<file path="src/rtl/i2s_mic_array_rx.sv">
// I2S master/receiver for the 4-mic array: generates SCK/WS and deserialises two
// stereo data lines into four signed samples with a once-per-frame valid pulse.
module i2s_mic_array_rx #(
  parameter int unsigned BITS_AUDIO     = 24,
  parameter int unsigned CLK_DIV        = 16,
  parameter int unsigned STARTUP_FRAMES = 2
) (
  input  logic                  clk_in,
  input  logic                  rst_in,
  input  logic                  en_in,
  input  logic                  sd_a_in,
  input  logic                  sd_b_in,
  output logic                  sck_out,
  output logic                  ws_out,
  output logic [BITS_AUDIO-1:0] audio_out_1,
  output logic [BITS_AUDIO-1:0] audio_out_2,
  output logic [BITS_AUDIO-1:0] audio_out_3,
  output logic [BITS_AUDIO-1:0] audio_out_4,
  output logic                  valid_out
);

  localparam int unsigned DIV_W = $clog2(CLK_DIV);
  localparam int unsigned FR_W  = $clog2(STARTUP_FRAMES + 2);

  typedef enum logic [1:0] {IDLE, RUN, STOP} state_t;

  state_t                r_state;
  logic [DIV_W-1:0]      r_div;
  logic [5:0]            r_bit;
  logic [FR_W-1:0]       r_frames;
  logic [1:0]            r_sync_a;
  logic [1:0]            r_sync_b;
  logic [BITS_AUDIO-1:0] r_sh_1;
  logic [BITS_AUDIO-1:0] r_sh_2;
  logic [BITS_AUDIO-1:0] r_sh_3;
  logic [BITS_AUDIO-1:0] r_sh_4;

  logic w_half_end;
  logic w_bit_end;
  logic w_frame_end;
  logic w_data_bit;
  logic w_last_bit;
  logic w_post_startup;

  // Bit end = last clk of the SCK-high phase, which is also the capture point.
  assign w_half_end     = (r_state != IDLE) && (r_div == DIV_W'(CLK_DIV - 1));
  assign w_bit_end      = w_half_end && sck_out;
  assign w_frame_end    = w_bit_end && (r_bit == 6'd63);
  assign w_data_bit     = (r_bit[4:0] != 5'd0) && (r_bit[4:0] <= 5'(BITS_AUDIO));
  assign w_last_bit     = (r_bit == 6'(32 + BITS_AUDIO));
  assign w_post_startup = (r_frames == FR_W'(STARTUP_FRAMES));

  always_ff @(posedge clk_in) begin
    if (!rst_in) begin
      r_state     <= IDLE;
      r_div       <= '0;
      r_bit       <= '0;
      r_frames    <= '0;
      r_sync_a    <= '0;
      r_sync_b    <= '0;
      r_sh_1      <= '0;
      r_sh_2      <= '0;
      r_sh_3      <= '0;
      r_sh_4      <= '0;
      sck_out     <= 1'b0;
      ws_out      <= 1'b0;
      audio_out_1 <= '0;
      audio_out_2 <= '0;
      audio_out_3 <= '0;
      audio_out_4 <= '0;
      valid_out   <= 1'b0;
    end else begin
      r_sync_a  <= {r_sync_a[0], sd_a_in};
      r_sync_b  <= {r_sync_b[0], sd_b_in};
      valid_out <= 1'b0;
      case (r_state)
        IDLE: begin
          r_div   <= '0;
          r_bit   <= '0;
          sck_out <= 1'b0;
          ws_out  <= 1'b0;
          if (en_in) begin
            r_state  <= RUN;
            r_frames <= '0;
          end
        end
        default: begin
          r_div <= w_half_end ? '0 : r_div + DIV_W'(1);
          if (w_half_end) sck_out <= ~sck_out;
          if (w_bit_end) begin
            r_bit  <= r_bit + 6'd1;
            ws_out <= (r_bit + 6'd1) >= 6'd32;
            if (w_data_bit) begin
              if (!r_bit[5]) begin
                r_sh_1 <= {r_sh_1[BITS_AUDIO-2:0], r_sync_a[1]};
                r_sh_3 <= {r_sh_3[BITS_AUDIO-2:0], r_sync_b[1]};
              end else begin
                r_sh_2 <= {r_sh_2[BITS_AUDIO-2:0], r_sync_a[1]};
                r_sh_4 <= {r_sh_4[BITS_AUDIO-2:0], r_sync_b[1]};
              end
            end
            // Right-slot LSB completes the frame's sample set.
            if (w_last_bit) begin
              audio_out_1 <= r_sh_1;
              audio_out_2 <= {r_sh_2[BITS_AUDIO-2:0], r_sync_a[1]};
              audio_out_3 <= r_sh_3;
              audio_out_4 <= {r_sh_4[BITS_AUDIO-2:0], r_sync_b[1]};
              valid_out   <= w_post_startup;
            end
          end
          if (w_frame_end) begin
            if (!w_post_startup) r_frames <= r_frames + FR_W'(1);
            if (r_state == STOP || !en_in) r_state <= IDLE;
          end else if (r_state == RUN && !en_in) begin
            r_state <= STOP;
          end
        end
      endcase
    end
  end

endmodule

</file>
<file path="config.mk">
export PLATFORM = sky130hd
export DESIGN_NAME = i2s_mic_array_rx
export DESIGN_NICKNAME = d
export VERILOG_FILES = /design/src/rtl/i2s_mic_array_rx.sv
export SDC_FILE = /design/constraint.sdc
export NUM_CORES = 1
export LEC_CHECK = 0
export ABC_AREA = 1
export CAP_MARGIN = 20
export CELL_PAD_IN_SITES_DETAIL_PLACEMENT = 1
export CELL_PAD_IN_SITES_GLOBAL_PLACEMENT = 1
export CORE_MARGIN = 2
export CORE_UTILIZATION = 35
export DETAILED_ROUTE_END_ITERATION = 12
export MAX_ROUTING_LAYER = met4
export PLACE_DENSITY = 0.72
export RECOVER_POWER = 100
export REMOVE_ABC_BUFFERS = 1
export SKIP_CTS_REPAIR_TIMING = 1
export SLEW_MARGIN = 20
export SYNTH_ARGS = -nofsm -noshare
export SYNTH_HDL_FRONTEND = slang
export SYNTH_SLANG_ARGS = --single-unit
export TNS_END_PERCENT = 1
</file>
<file path="constraint.sdc">
create_clock -name clk_in -period 2.7 [get_ports clk_in]
set_input_delay 0.54 -clock clk_in [delete_from_list [all_inputs] [get_ports clk_in]]
set_output_delay 0.54 -clock clk_in [all_outputs]
set_load 0.01 [all_outputs]
</file>
### Sizing map

Drawn at 1.5 px/um.
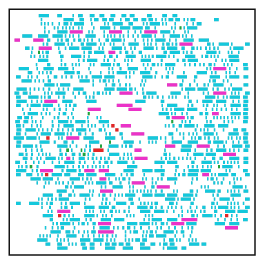
legend:
  green:
    size: drive 2
    cells: 11
    most_used: clkinv_2
  red:
    size: drive 3 to 4
    cells: 7
    most_used: buf_4
  magenta:
    size: drive 6 and up
    cells: 41
    most_used: clkbuf_16
  cyan:
    size: drive 1 or less
    cells: 1267
    most_used: nand2_1

### Signal metal coverage by tile

Drawn at 2 px/um. The die is cut into 33 by 33 equal tiles; dark purple is low, yellow is high, scaled to the fullest tile. Values are wire area over tile area, all layers added.
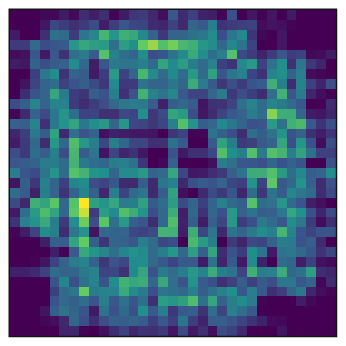
mean over tiles: 0.12
densest ninth of the die: left middle
tiles over half the peak: 13%
fullest tile: 0.42
nearly empty tiles: 12%

### Clock wiring as the flow saved it

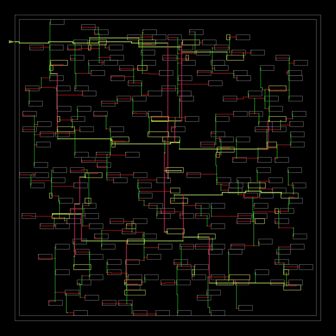
CTS buffer count: 25
total clock sinks: 210
Clk power: 3.44 mW
clock skew: 9.771 ps

==> Slide: Implementation Results <==
Physical Implementation Snapshot

Run status
  – Status: completed

Clocking
  – Clock-pin slew on the worst setup and hold paths: 60 ps
  – CTS tree: done
  – Insertion Delay late pin: 510 ps

Synthesis
  – #FFs+latches synth: 210
  – Post-synth ARST share: 0%
  – Ys cells: 1250
  – Netlist cell types: 27
  – Synth warnings: 0
  – Top cells by area: dfxtp_1, nand2_1, nor2_1
  – Syn Area/Cell: 7.066 um^2
  – Count leader, synth: nand2_1
  – Flip-flops with a built-in enable: 0
  – Top cell type's share of synthesized area: 47.60%
  – Yosys chip area: 8832 um^2
  – Area share of fa/ha/maj cells after synthesis: 0.5667%
  – Simple share: 34.85%

Final layout
  – Final Util: 43.33%
  – Post-layout net count: 1317
  – Most frequent cells in the layout: nand2_1, nor2_1, dfxtp_1, inv_1, a21oi_1
  – Most frequent logic cell in the layout: nand2_1
  – Ant diodes: 0
  – Non-Filler Instances: 1656

Critical path
  – CP Depth: 1
  – Worst-path cell chain: clkdlybuf4s50_1
  – Crit path max-delay family: flip-flops
  – CP Class: reg -> out
  – Crit end category: output port
  – CP startpoint kind: flip-flop
  – Worst reg2reg path endpoint: r_sh_1[23]
  – R2R setup slack: 460 ps
  – Worst Path Required: 2160 ps

Routing
  – # DRC: 0
  – Drt total wl: 20000 um
  – Vias post-DR: 7517
  – Vias per inst: 4.539

Final timing
  – Tmin final: 2336 ps
  – Total negative slack: 0 ps
  – Final setup margin: 363.6 ps
  – Fin. Hold Viols: 0
  – Slew Limit Fails: 0
  – Unrepaired setup endpoints after global routing: false
  – FMAX: 428.0 MHz
  – Worst hold slack: 297.4 ps
  – Tightest Pin Transition: 929.4 ps

Power
  – Worst vdd ir: 0.3414 mV

Hold path
  – Hold Startpoint: rst_in
  – Hold endpoint: r_sync_a[1]
  – Hold Crit Depth: 3

Floorplan
  – Cell row count: 58
  – Die area: 26520 um^2
  – Initial Utilization: 35.38%

Global routing
  – Largest net degree at the start of global routing: 107
  – GRT Util Overall: 15.43%
  – Initial antenna violation count: 0
  – First-pass GRT wire length: 33800 um

Place
  – Placed cells: 1611
  – Place WS: 590.4 ps
  – Post-DP HPWL: 11920 um
  – Placed inst area: 9995 um^2
### Metal 3

Drawn at 2 px/um. Cells faint in the background.
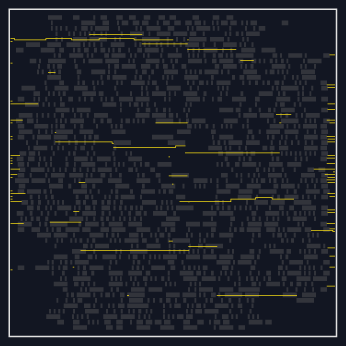
wire length on this layer: 681 um
main direction: horizontal
share of all routed wire: 3.4%

### Cell classes on the final placement

Drawn at 3 px/um.
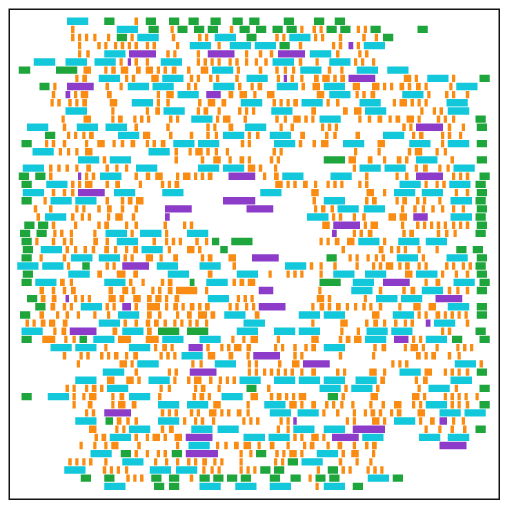
legend:
  green:
    class: other buffers and delay cells
    cells: 115
  orange:
    class: all other logic
    cells: 956
  purple:
    class: clock drivers and dummy loads
    cells: 45
  cyan:
    class: flip-flops
    cells: 210

[routing by layer]
metal / global-route usage (%) / routed length, um / up-vias
met5: - / 0 / -
met4: 3.620 / 337 / 0
met3: 2.445 / 681 / 28
met2: 25.83 / 9181 / 88
met1: 19.59 / 9802 / 3476
li1: - / - / 3925
[area by class of cell]
type | instances | area (um^2)
fillers | 3116 | 14150
well taps | 330 | 412.9
inverters | 120 | 451.7
clock buffers | 35 | 713.2
multi-input cells | 836 | 3710
clock inverters | 10 | 131.4
flip-flops and latches | 210 | 4204
repair buffers | 115 | 1195
[power by group]
part / switching (mW) / total (mW) / internal (mW)
clock: 1.32 / 3.44 / 2.12
combinational: 0.120 / 0.175 / 0.0554
sequential: 0.0123 / 3.13 / 3.12
Power figures rest on the tool's default switching activity, not on a simulated workload.
